### src/rtl/serial_adder_20.sv
// Digit-serial two's-complement adder: Sum = A + B + Cin, LSB digit first,
// with a start/busy/done handshake. One DIGIT-bit slice is added per clock.
module serial_adder_20 #(
  parameter int unsigned WIDTH = 20,
  parameter int unsigned DIGIT = 1
) (
  input  logic             clk,
  input  logic             rst_n,
  input  logic             start,
  input  logic [WIDTH-1:0] A,
  input  logic [WIDTH-1:0] B,
  input  logic             Cin,
  output logic             busy,
  output logic             done,
  output logic [WIDTH-1:0] Sum,
  output logic             Cout,
  output logic             Ovf
);

  localparam int unsigned NDIG  = WIDTH / DIGIT;
  localparam int unsigned CNT_W = (NDIG > 1) ? $clog2(NDIG) : 1;
  localparam int unsigned SW    = DIGIT + 1;

  typedef enum logic [1:0] {IDLE, RUN, DONE} state_t;

  state_t           state_q, state_d;
  logic [WIDTH-1:0] a_q, a_d, b_q, b_d;
  logic [WIDTH-1:0] psum_q, psum_d, sum_q, sum_d;
  logic [CNT_W-1:0] cnt_q, cnt_d;
  logic             carry_q, carry_d;
  logic             cout_q, cout_d, ovf_q, ovf_d;
  logic             busy_q, busy_d, done_q, done_d;

  logic [SW-1:0]    slice;
  logic             last_dig;
  logic             carry_into_msb;

  // Digit slice adder; carry into the slice MSB is recovered from its sum bit.
  assign slice          = SW'(a_q[DIGIT-1:0]) + SW'(b_q[DIGIT-1:0]) + SW'(carry_q);
  assign last_dig       = (cnt_q == CNT_W'(NDIG - 1));
  assign carry_into_msb = slice[DIGIT-1] ^ a_q[DIGIT-1] ^ b_q[DIGIT-1];

  always_comb begin
    state_d = state_q;
    a_d     = a_q;
    b_d     = b_q;
    psum_d  = psum_q;
    cnt_d   = cnt_q;
    carry_d = carry_q;
    sum_d   = sum_q;
    cout_d  = cout_q;
    ovf_d   = ovf_q;
    case (state_q)
      IDLE, DONE: begin
        if (start) begin
          state_d = RUN;
          a_d     = A;
          b_d     = B;
          carry_d = Cin;
          cnt_d   = '0;
          psum_d  = '0;
        end else begin
          state_d = IDLE;
        end
      end
      RUN: begin
        a_d     = a_q >> DIGIT;
        b_d     = b_q >> DIGIT;
        carry_d = slice[DIGIT];
        psum_d  = {slice[DIGIT-1:0], psum_q[WIDTH-1:DIGIT]};
        cnt_d   = cnt_q + 1'b1;
        // Final digit: publish the completed sum directly, never a partial one.
        if (last_dig) begin
          state_d = DONE;
          sum_d   = {slice[DIGIT-1:0], psum_q[WIDTH-1:DIGIT]};
          cout_d  = slice[DIGIT];
          ovf_d   = carry_into_msb ^ slice[DIGIT];
        end
      end
      default: state_d = IDLE;
    endcase
    busy_d = (state_d == RUN);
    done_d = (state_d == DONE);
  end

  always_ff @(posedge clk or negedge rst_n) begin
    if (!rst_n) begin
      state_q <= IDLE;
      a_q     <= '0;
      b_q     <= '0;
      psum_q  <= '0;
      cnt_q   <= '0;
      carry_q <= 1'b0;
      sum_q   <= '0;
      cout_q  <= 1'b0;
      ovf_q   <= 1'b0;
      busy_q  <= 1'b0;
      done_q  <= 1'b0;
    end else begin
      state_q <= state_d;
      a_q     <= a_d;
      b_q     <= b_d;
      psum_q  <= psum_d;
      cnt_q   <= cnt_d;
      carry_q <= carry_d;
      sum_q   <= sum_d;
      cout_q  <= cout_d;
      ovf_q   <= ovf_d;
      busy_q  <= busy_d;
      done_q  <= done_d;
    end
  end

  assign busy = busy_q;
  assign done = done_q;
  assign Sum  = sum_q;
  assign Cout = cout_q;
  assign Ovf  = ovf_q;

endmodule
### config.mk
export PLATFORM = sky130hd
export DESIGN_NAME = serial_adder_20
export DESIGN_NICKNAME = d
export VERILOG_FILES = /design/src/rtl/serial_adder_20.sv
export SDC_FILE = /design/constraint.sdc
export NUM_CORES = 1
export LEC_CHECK = 0
export ABC_AREA = 1
export CAP_MARGIN = 40
export CORE_MARGIN = 8
export CORE_UTILIZATION = 52
export DETAILED_ROUTE_END_ITERATION = 7
export PLACE_DENSITY = 0.77
export REMOVE_ABC_BUFFERS = 1
export SETUP_SLACK_MARGIN = 0.02
export SYNTH_ARGS = -nofsm -noshare
export SYNTH_HDL_FRONTEND = slang
export SYNTH_SLANG_ARGS = --single-unit
export TNS_END_PERCENT = 1
### constraint.sdc
create_clock -name clk -period 2.37 [get_ports clk]
set_clock_uncertainty 0.2 [all_clocks]
set_input_delay 0.474 -clock clk [delete_from_list [all_inputs] [get_ports clk]]
set_output_delay 0.474 -clock clk [all_outputs]
set_load 0.005 [all_outputs]
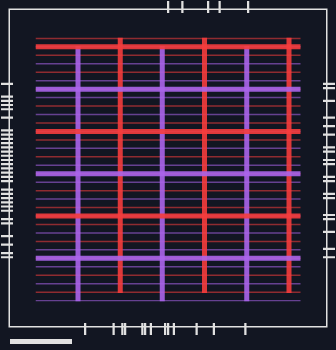
(run_1/power_grid.png)
Bar = 20 um. Pins as bars on the die edge.
Purple shows VSS. Red shows VDD.
6 straps on met5. The core has 31 rows. 6 straps on met4. 32 met1 rails follow the rows.

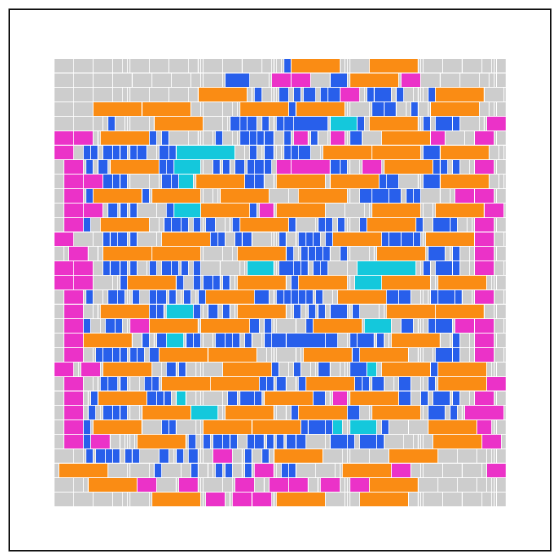
(run_1/placement_by_type.png)
Fill, decap, tap and diode cells in gray.
Blue shows combinational and other logic, cells 303, share of their area 30%. Cyan shows clock drivers and dummy loads, cells 16, share of their area 4.6%. Magenta shows other buffers and delay cells, cells 76, share of their area 16%. Orange shows flops, cells 91, share of their area 49%.

==> metrics.yaml, run 1 <==
power_and_ir_drop:
  p_per_area_nw_per_um2: 1195
  power_leakage_nw: 2.281
  finalPower_mw: 5.718
  ir_drop_uv: 514.1
placed_design:
  placed_cell_area_sq_um: 4558
  portBuffers: 67
  gp_congestion: 0.8042
  dp_hpwl_um: 5266
  post-place-ws_ns: 0.3078
setup_path:
  crit_path_cell_trace: "clkdlybuf4s50_1"
  critPathLaunchType: "flip-flop"
  worstSetupPathType: "flip-flop to output port"
  cp.buffers_inverters: 1
  r2r-end: "Ovf"
  worstPathArrival_ns: 1.24
  critPathLaunch: "Sum[2]"
  r2r_start: "a_q[0]"
  critical-path-top-delay-family: "buffers and inverters"
  worstRegToRegCells: 9
  cp_num_cells: 1
  crit_end: "Sum[2]"
  r2r_slack_ns: 0.49
  required_ns: 1.70
  critPathMaxFanout: 2
  crit_slowest_cell: "clkdlybuf4s50_1"
  max_stage_delay_ns: 0.53
  end_kind: "output port"
die:
  rows: 31
  chip_area_sq_um: 10320
  coreArea_sq_um: 7176
  die_x_um: 101.6
  die_y_um: 101.6
  fp_util: 0.5311
  n_tap_cell: 99
  ioPinCount: 68
cells_and_area:
  num-fill-cells: 582
  buffer_area_frac: 0.1596
  nNonClkInverters: 37
  clk_share: 0.04499
  nNonClkBuffers: 76
  design.seq.count: 91
  final_cell_area_sq_um: 4783
  area_growth_pct: 25.51
  seq_area_frac: 0.4761
  comb_cells: 266
  final-seq-area_sq_um: 2277
  drive_above_1_share: 0.1070
  fin_nets: 527
  logic_area_sq_um: 1265
  final_util: 0.6666
  comb_share: 0.2645
  n_antenna_cell: 0
  clockBufferCount: 9
  largestClassByArea: "flip-flops and latches"
clocking:
  worstSkewPairLatency_ns: 0.35
  clock_path_buffers: 2
  postCtsHoldBufs: 1
  cts_tree: "built"
  post_cts_resized: 0
  h-tree-depth: 3
  post_cts_buffers: 0
  cts_root_buf: "clkbuf_8"
  clk_pin_slew_ns: 0.09
  cts_num_sinks: 91
  numCtsBuffers: 9
detailed_routing:
  drt_iter0_markers: 173
  drt_drc_violations_left: 0
  vias: 2914
  wl_um: 7676
  ant_nets: 0
  post_drt_wl_per_cell_um: 13.12
  first_pass_iters: 4
  via_per_inst: 4.981
synth:
  avgSynthCellArea_sq_um: 9.206
  postSynth.asyncResetShare: 1.000
  synth.area.top_cells: "dfrtp_1 (60%), nand2_1 (16%), nand3_1 (5.1%)"
  common_cells: "nand2_1 (166), dfrtp_1 (91), nand3_1 (39)"
  ys_area_sq_um: 3811
  ys_cells: 414
  post-synth-top-area-fraction: 0.5975
  largest_area_cell: "dfrtp_1"
  ys_warn_count: 0
  synth_area_sq_um: 3811
  ys_types: 20
  edf_count: 0
  ys.flops: 91
  ys_seq_frac: 0.5975
  top_cell: "nand2_1"
  netlist_instances: 414
  yosys_most_used_dff: "dfrtp_1"
sta:
  report.final.hold_viol_count: 0
  setup_violations: 0
  rsz0062_at_grt: "no"
  relSlewSlack: 0.5739
  worst_pin_slew_ns: 0.6382
  setup_tns_ns: 0
  period_minus_slack_ns: 1.918
  fin_ws_ns: 0.4515
  timing.final.crit_share: 0.8095
  fmax_mhz: 521.2
  slew_viol_final: 0
worst_hold_path:
  holdPathEnd: "Sum[12]"
  min_from: "Sum[12]"
  min_path_cells: 2
  min_path_type: "flip-flop to flip-flop"
run:
  log.warning_count: 25
  max-cap-violations: 0
global_route:
  grt_pass1_vias: 3030
  antenna_found_initial: 0
  grt_max_degree: 43
  grt.total_usage: 0.1605
  grt_first_pass_wirelength_um: 13280
  grt.overflow.total: 0
run_status:
  outcome: "finished clean"
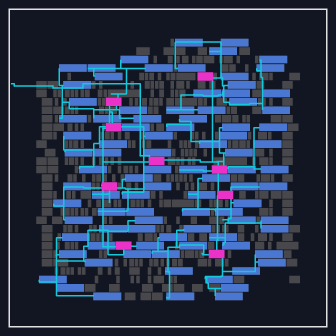
(run_1/clk_routes.png)
Magenta shows clock drivers, count 9. Cyan shows clock wires, length 973 um. Blue shows flip-flops, count 91.
There are 10 routed clock nets.

[run 1: where the power goes]
group          switching (mW)  internal [mW]
combinational            1.17          0.932
clock                   0.528          0.592
sequential              0.319           2.18
total                    2.01           3.70
[run 1: cells in the final DEF (no fill, tap or decap)]
cell type        instances
o22ai_1                 18
inv_1                   34
clkbuf_8                 9
nor3_1                   1
dlygate4sd3_1            1
o211ai_1                 4
buf_4                    7
clkinvlp_4               1
inv_2                    3
inv_6                    1
nand2_2                  3
o21ai_0                  6
buf_12                   2
nand2_1                166
nand3_4                  1
dfrtp_1                 91
nand3_1                 39
nor2_1                   4
clkdlybuf4s50_1         66
ha_1                     1
clkinv_2                 3
o21ai_2                 20
bufinv_16                2
a21oi_1                  2
fa_1                     1
[run 1: logic make-up after synthesis]
group / share of synthesized area
simple gates: 0.2295
flops: 0.5975
buf+inv: 0.07058
compound gates: 0.09390
fa+ha+maj: 0.008535
[run 1: routing by layer]
metal / routed length [um] / GRT usage / vias up / share of wire
li1: - / - / 1446 / -
met1: 3425 / 0.1921 / 1375 / 0.45
met2: 3627 / 0.2656 / 81 / 0.47
met3: 502 / 0.04467 / 12 / 0.065
met5: 0 / 0 / - / 0
met4: 121 / 0.06644 / 0 / 0.016
[run 1: flip-flops by register name, indices dropped and copies added (netlist names), 2 cells and up]
register,cells
b_q,20
psum_q,19
cnt_q,5
state_q,2
Sum,20
a_q,20
[run 1: stage by stage]
step / instances / hold slack [ns]
after floorplan: 394 / -0.02159
after global placement: 568 / 0.2523
after detailed placement: 568 / 0.2519
after CTS: 585 / 0.2746
after global routing: 585 / 0.3096
final: 585 / 0.2832
==> run_1/wires.png <==
Bar = 20 um. Only two layers are drawn.
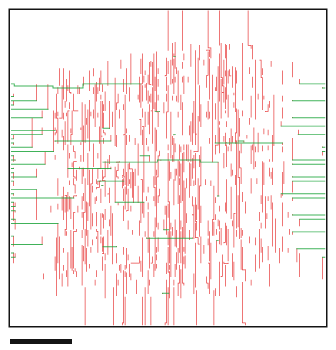

==> run 2: changes to the inputs <==
Settings changed: CORE_UTILIZATION 52 to 47, PLACE_DENSITY 0.77 to 0.73.
Clock period 2.37 ns to 1.7 ns, I/O delays scaled along.
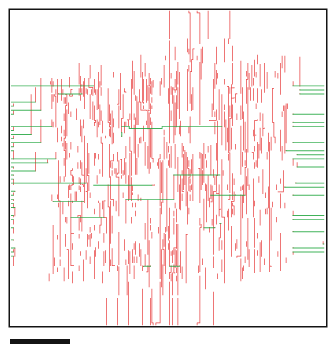
(run_2/wires.png)
Bar = 20 um. Only two layers are drawn.
Red shows metal 2, wire length 3,560 um. Green shows metal 3, wire length 483 um.

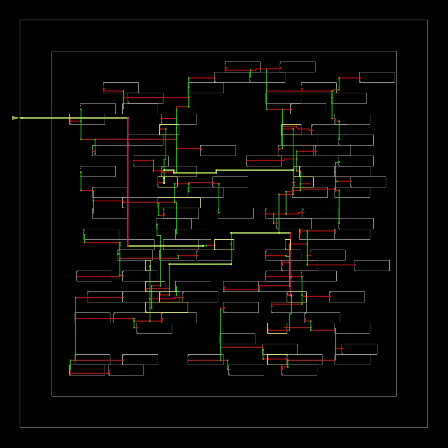
(run_2/clocks.png)
seq_cells: 91
CLK BUF: 13
clock-net power: 1.55 mW
clock sink count: 91

==> run 2 against run 1 <==
Count of clock-buffer cells in the layout rose by 4. Sequential power increased by 39%. Utilization fell by 5.9 points. Synthesized cell count unchanged. Synthesized area unchanged. Cell area rose by 2.4%. Power grew 43%. Clock power increased by 38%. Via count decreased by 0.17%. First-iteration DRC count fell by 14%. Cell count increased by 2.4%. Routed wire length barely moved. Critical endpoint is now Ovf.
==> metrics.yaml, run 2 <==
die:
  ioPinCount: 68
  fp_util: 0.4733
  die_y_um: 106.1
  coreArea_sq_um: 8051
  rows: 33
  die_x_um: 106.1
  chip_area_sq_um: 11250
global_route:
  antenna_found_initial: 0
  grt_first_pass_wirelength_um: 13580
  grt_pass1_vias: 2941
  top_usage_layer: "met2"
  grt.total_usage: 0.1468
  met1_usage: 0.1907
  grt.overflow.total: 0
  grt_max_degree: 46
  use_met2: 0.2225
  use_met3: 0.05082
synth:
  synth-compound-area-share: 0.09389
  post-synth-top-area-fraction: 0.5975
  netlist_instances: 414
  ys_area_sq_um: 3811
  ys_warn_count: 0
  postSynth.asyncResetShare: 1.000
  ys_types: 20
  top_cell: "nand2_1"
  synth.cellmix.simpleShare: 0.2295
  ys.flops: 91
  ys_seq_frac: 0.5975
  common_cells: "nand2_1 (166), dfrtp_1 (91), nand3_1 (39)"
  edf_count: 0
  synth.area.top_cells: "dfrtp_1 (60%), nand2_1 (16%), nand3_1 (5.1%)"
  yosys_most_used_dff: "dfrtp_1"
setup_path:
  worstPathArrival_ns: 1.71
  critical-path-top-delay-family: "adder cells"
  critPathMaxFanout: 4
  cp.buffers_inverters: 2
  max_stage_delay_ns: 0.58
  crit_path_cell_trace: "inv_2 -> fa_2 -> inv_2 -> nand2_2 -> nand2_1 -> nand2_1 -> nand2_1 -> nand2_1 -> nand2_1"
  required_ns: 1.74
  crit_slowest_cell: "fa_2"
  end_kind: "flip-flop"
  worstSetupPathType: "flip-flop to flip-flop"
power_and_ir_drop:
  p_per_area_nw_per_um2: 1666
  finalPower_mw: 8.156
  power_leakage_nw: 2.392
  ir_drop_uv: 665.6
worst_hold_path:
  min_path_type: "input pin to asynchronous set/reset pin"
cells_and_area:
  area_growth_pct: 28.46
  n_antenna_cell: 0
  layout_top_cell: "nand2_1"
  num-fill-cells: 722
  final_layout_top_logic_cells: "nand2_1 (165), dfrtp_1 (91), clkdlybuf4s50_1 (42), nand3_1 (39), inv_1 (30)"
  drive_above_1_share: 0.1296
  final_util: 0.6081
sta:
  report.final.hold_viol_count: 0
  timing.final.crit_share: 0.9836
  setup_violations: 0
  hold_ws_ns: 0.2076
  fmax_mhz: 598.1
  worst_pin_slew_ns: 0.2706
  rsz0062_at_grt: "yes"
  setup_tns_ns: 0
clocking:
  clock_path_buffers: 2
  numCtsBuffers: 9
  cts_root_buf: "clkbuf_8"
  clk_pin_slew_ns: 0.08
  h-tree-depth: 3
placed_design:
  dp_cells: 579
  post-place-ws_ns: -0.03670
  dp_hpwl_um: 5348
detailed_routing:
  drt_drc_violations_left: 0
  wl_um: 7670
  via_per_inst: 4.856
  first_pass_iters: 4
  post_drt_wl_per_cell_um: 12.80
  drt_iter0_markers: 148
  vias: 2909
run:
  log.warning_count: 27
  max-cap-violations: 0
run_status:
  outcome: "finished clean"
-- run 2: netlist changes by cell type in the layout (fill, tap and decap cells not counted), moves of 3 or more --
cell,delta
inv_2,+4
inv_1,-4
dlygate4sd2_1,+24
clkdlybuf4s50_1,-24
clkinv_2,-3
buf_12,+5
clkbuf_1,+3
buf_4,+4
-- run 2: final timing paths --
path	cells past startpoint	start	slack, ns	to
setup / recovery	9	b_q[0]	0.03	Ovf
hold / removal	2	rst_n	0.21	Sum[12]
setup reg to reg	9	b_q[0]	0.03	Ovf
hold reg to reg	2	Sum[14]	0.28	Sum[14]
max in group asynchronous	3	rst_n	0.57	cnt_q[0]
min in group clk	2	Sum[14]	0.28	Sum[14]
-- run 2: area by class of cell --
class,count,area (sq um),area share
clock inverters,2,60.06,0.01227
inverters,37,138.9,0.02837
well taps,105,131.4,0.02683
flip-flops and latches,91,2277,0.4651
multi-input cells,266,1276,0.2607
repair buffers,85,863.3,0.1763
clock buffers,13,148.9,0.03041
-- run 2: timing repair --
| action | 4_1_cts | 5_1_grt |
|---|---|---|
| hold buffers | 1 | 0 |
| endpoints found under the hold margin | 91 | 0 |
| resized | 24 | 7 |
| setup buffers | 0 | 4 |
| setup endpoints to repair | 25 | 1 |
| cloned | 0 | 0 |
| pin swaps | 0 | 4 |
-- run 2: kinds of logic after synthesis --
group,count (synthesis)
buf+inv,57
compound gates,50
flops,91
simple gates,214
fa+ha+maj,2
-- run 2: layer usage --
metal / routed length [um] / share of wire
met2: 3557 / 0.46
met5: 0 / 0
met3: 482 / 0.063
met1: 3580 / 0.47
met4: 49 / 0.0064
-- run 2: report_power, final --
group	internal, mW	leakage [nW]	switching [mW]
Combinational	1.43	1.15	1.70
Clock	0.864	0.104	0.689
Sequential	3.04	1.14	0.432
Total	5.33	2.39	2.83
==> run_2/clk_routes.png <==
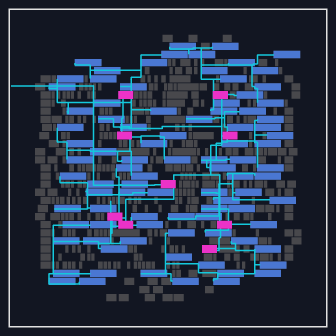

==> run 3: changes to the inputs <==
Settings changed: CORE_MARGIN 8 to unset, SKIP_LAST_GASP set to 1.
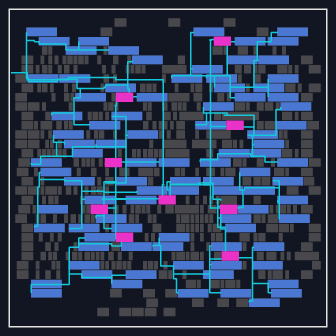
(run_3/clk_routes.png)
Blue shows flip-flops, count 91. Magenta shows clock drivers, count 9. Cyan shows clock wires, length 963 um.
Position of the flops: all over the die.

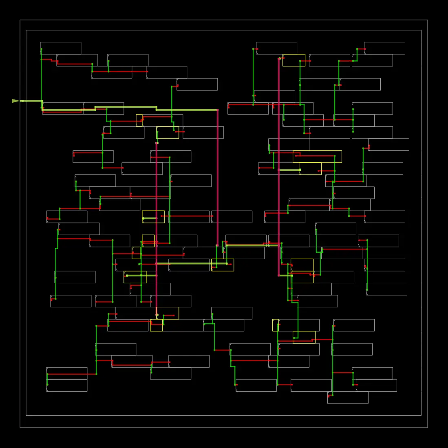
(run_3/clocks.png)
Clock Latency Late Sink: 0.34 ns
CTS Buf Count: 9

==> run 3 against run 2 <==
The run now ends with setup timing left. Worst setup slack worse by 0.085 ns. Sequential share of layout area is 0.14 points lower. Combinational power is 2% higher. Routed wire length is 7.8% lower. Synthesized area stayed put. Global-route usage is 3.7 points higher. Via count is 1.7% higher. Die size is 25% lower. Critical endpoint is now Sum[2]. Largest cell class unchanged. Highest routed layer unchanged.
==> metrics.yaml, run 3 <==
synth:
  ys_warn_count: 0
  ys_sh_mux: 0
  netlist_instances: 414
  synth.cellmix.simpleShare: 0.2295
  synth-compound-area-share: 0.09389
  ys_cells: 414
  synth_area_sq_um: 3811
  ys_seq_frac: 0.5975
  yosys_most_used_dff: "dfrtp_1"
  synth.area.top_cells: "dfrtp_1 (60%), nand2_1 (16%), nand3_1 (5.1%)"
  ys.flops: 91
  ys_sh_adder: 0.008536
  ys_types: 20
  post-synth-top-area-fraction: 0.5975
  top_cell: "nand2_1"
  ys_sh_xor: 0
  postSynth.asyncResetShare: 1.000
  edf_count: 0
  logic_family: "simple AND/OR/NAND/NOR gates"
  ys_area_sq_um: 3811
  largest_area_cell: "dfrtp_1"
  common_cells: "nand2_1 (166), dfrtp_1 (91), nand3_1 (39)"
  avgSynthCellArea_sq_um: 9.206
die:
  rows: 32
  fp_util: 0.4907
  ioPinCount: 68
  die_x_um: 92.05
  coreArea_sq_um: 7767
  die_y_um: 92.05
  chip_area_sq_um: 8473
run:
  max-cap-violations: 0
  log.warning_count: 27
global_route:
  use_met2: 0.3097
  use_met3: 0.03068
  top_usage_layer: "met2"
  met1_usage: 0.2335
  grt.total_usage: 0.1840
  grt.overflow.total: 0
  grt_pass1_vias: 2810
  grt_max_degree: 92
  grt_first_pass_wirelength_um: 12190
  antenna_found_initial: 0
placed_design:
  dp_cells: 576
  gp_congestion: 0.7614
  post-place-ws_ns: -0.03006
  placed_cell_area_sq_um: 4662
  portBuffers: 67
  dp_hpwl_um: 4696
detailed_routing:
  m1WireLength_um: 3233
  post_drt_wl_per_cell_um: 11.81
  drt_iter0_markers: 77
  met2_length_um: 3436
  via_per_inst: 4.937
  ant_nets: 0
  vias: 2957
  top_layer: "met4"
  wl_um: 7074
  drt_drc_violations_left: 0
  first_pass_iters: 5
  dr_wl_met3_um: 286
setup_path:
  worstRegToRegCells: 9
  worstSetupPathType: "flip-flop to output port"
  critical-path-top-delay-family: "buffers and inverters"
  crit_slowest_cell: "clkdlybuf4s50_1"
  crit_path_cell_trace: "clkdlybuf4s50_1"
  cp.buffers_inverters: 1
  critPathMaxFanout: 2
  worstPathArrival_ns: 1.22
  max_stage_delay_ns: 0.50
  cp_num_cells: 1
  required_ns: 1.16
  critPathLaunchType: "flip-flop"
  end_kind: "output port"
sta:
  setup_tns_ns: -0.8235
  period_minus_slack_ns: 1.757
  hold_ws_ns: 0.2776
  fmax_mhz: 569.1
  relSlewSlack: 0.6885
  setup_violations: 24
  rsz0062_at_grt: "yes"
  fin_ws_ns: -0.05723
  report.final.hold_viol_count: 0
  slew_viol_final: 0
  timing.final.crit_share: 1.034
  worst_pin_slew_ns: 0.4672
cells_and_area:
  drive_above_1_share: 0.1247
  layout_top_cell: "nand2_1"
  final_layout_top_logic_cells: "nand2_1 (166), dfrtp_1 (91), clkdlybuf4s50_1 (65), nand3_1 (39), inv_1 (33)"
  final_cell_count_no_fill: 599
  final_util: 0.6322
  area_growth_pct: 28.86
  n_antenna_cell: 0
  final_cell_area_sq_um: 4911
  fin_nets: 538
worst_hold_path:
  min_path_type: "flip-flop to flip-flop"
  min_path_cells: 2
power_and_ir_drop:
  power.switching_mw: 2.809
  p_int_mw: 5.302
  finalPower_mw: 8.110
  swShare: 0.3463
  seqPwrFrac: 0.429
  power_frac_clock: 0.176
  p_per_area_nw_per_um2: 1651
  ir_drop_uv: 659.0
  power_leakage_nw: 2.341
  power_frac_comb: 0.395
clocking:
  clk_pin_slew_ns: 0.08
  h-tree-depth: 3
  clock_path_buffers: 2
  cts_num_sinks: 91
  cts_tree: "built"
  cts_root_buf: "clkbuf_8"
run_status:
  violations: "setup timing"
  outcome: "finished, violations left"
[run 3: cell count changes in the layout (fill, tap and decap cells not counted), moves of 2 or more]
cell,before,now
buf_4,11,13
clkdlybuf4s50_1,42,65
clkinvlp_4,0,2
dlygate4sd2_1,24,1
inv_1,30,33
inv_2,7,4
[run 3: path summary, 6_finish.rpt]
kind	startpoint	end	slack (ns)
max in group asynchronous	rst_n	a_q[19]	0.57
hold / removal	b_q[19]	b_q[19]	0.28
setup reg to reg	b_q[0]	Ovf	-0.05
setup / recovery	Sum[2]	Sum[2]	-0.06
hold reg to reg	b_q[19]	b_q[19]	0.28
min in group asynchronous	rst_n	psum_q[15]	0.37
[run 3: kinds of logic after synthesis]
| family | count (synthesis) |
|---|---|
| adders and majority gates | 2 |
| DFF | 91 |
| and+or+nand+nor | 214 |
| buffers and inverters | 57 |
| AOI/OAI and AO/OA | 50 |
[run 3: repair_timing]
action	in CTS	in global routing
pin swaps	0	1
resized	1	1
endpoints found under the setup margin	25	24
hold buffers	1	0
setup buffers	4	2
hold endpoints to repair	91	0
[run 3: area by class of cell]
class,count,area [sq um]
Clock buffer,12,145.1
Clock inverter,4,50.05
Fill cell,688,2856
Inverter,37,138.9
Multi-Input combinational cell,266,1265
Sequential cell,91,2277
Tap cell,102,127.6
Timing Repair Buffer,87,907.1
[run 3: power by group through the flow]
stage                     clock network, mW  registers (mW)  logic [mW]
after CTS                              1.47            3.48        3.21
after global placement                    0            3.48        3.04
after detailed placement                  0            3.52        3.16
after global routing                   1.56            3.60        3.59
after floorplan                           0            3.44        1.87
final                                  1.43            3.48        3.20
Power figures rest on the tool's default switching activity, not on a simulated workload.
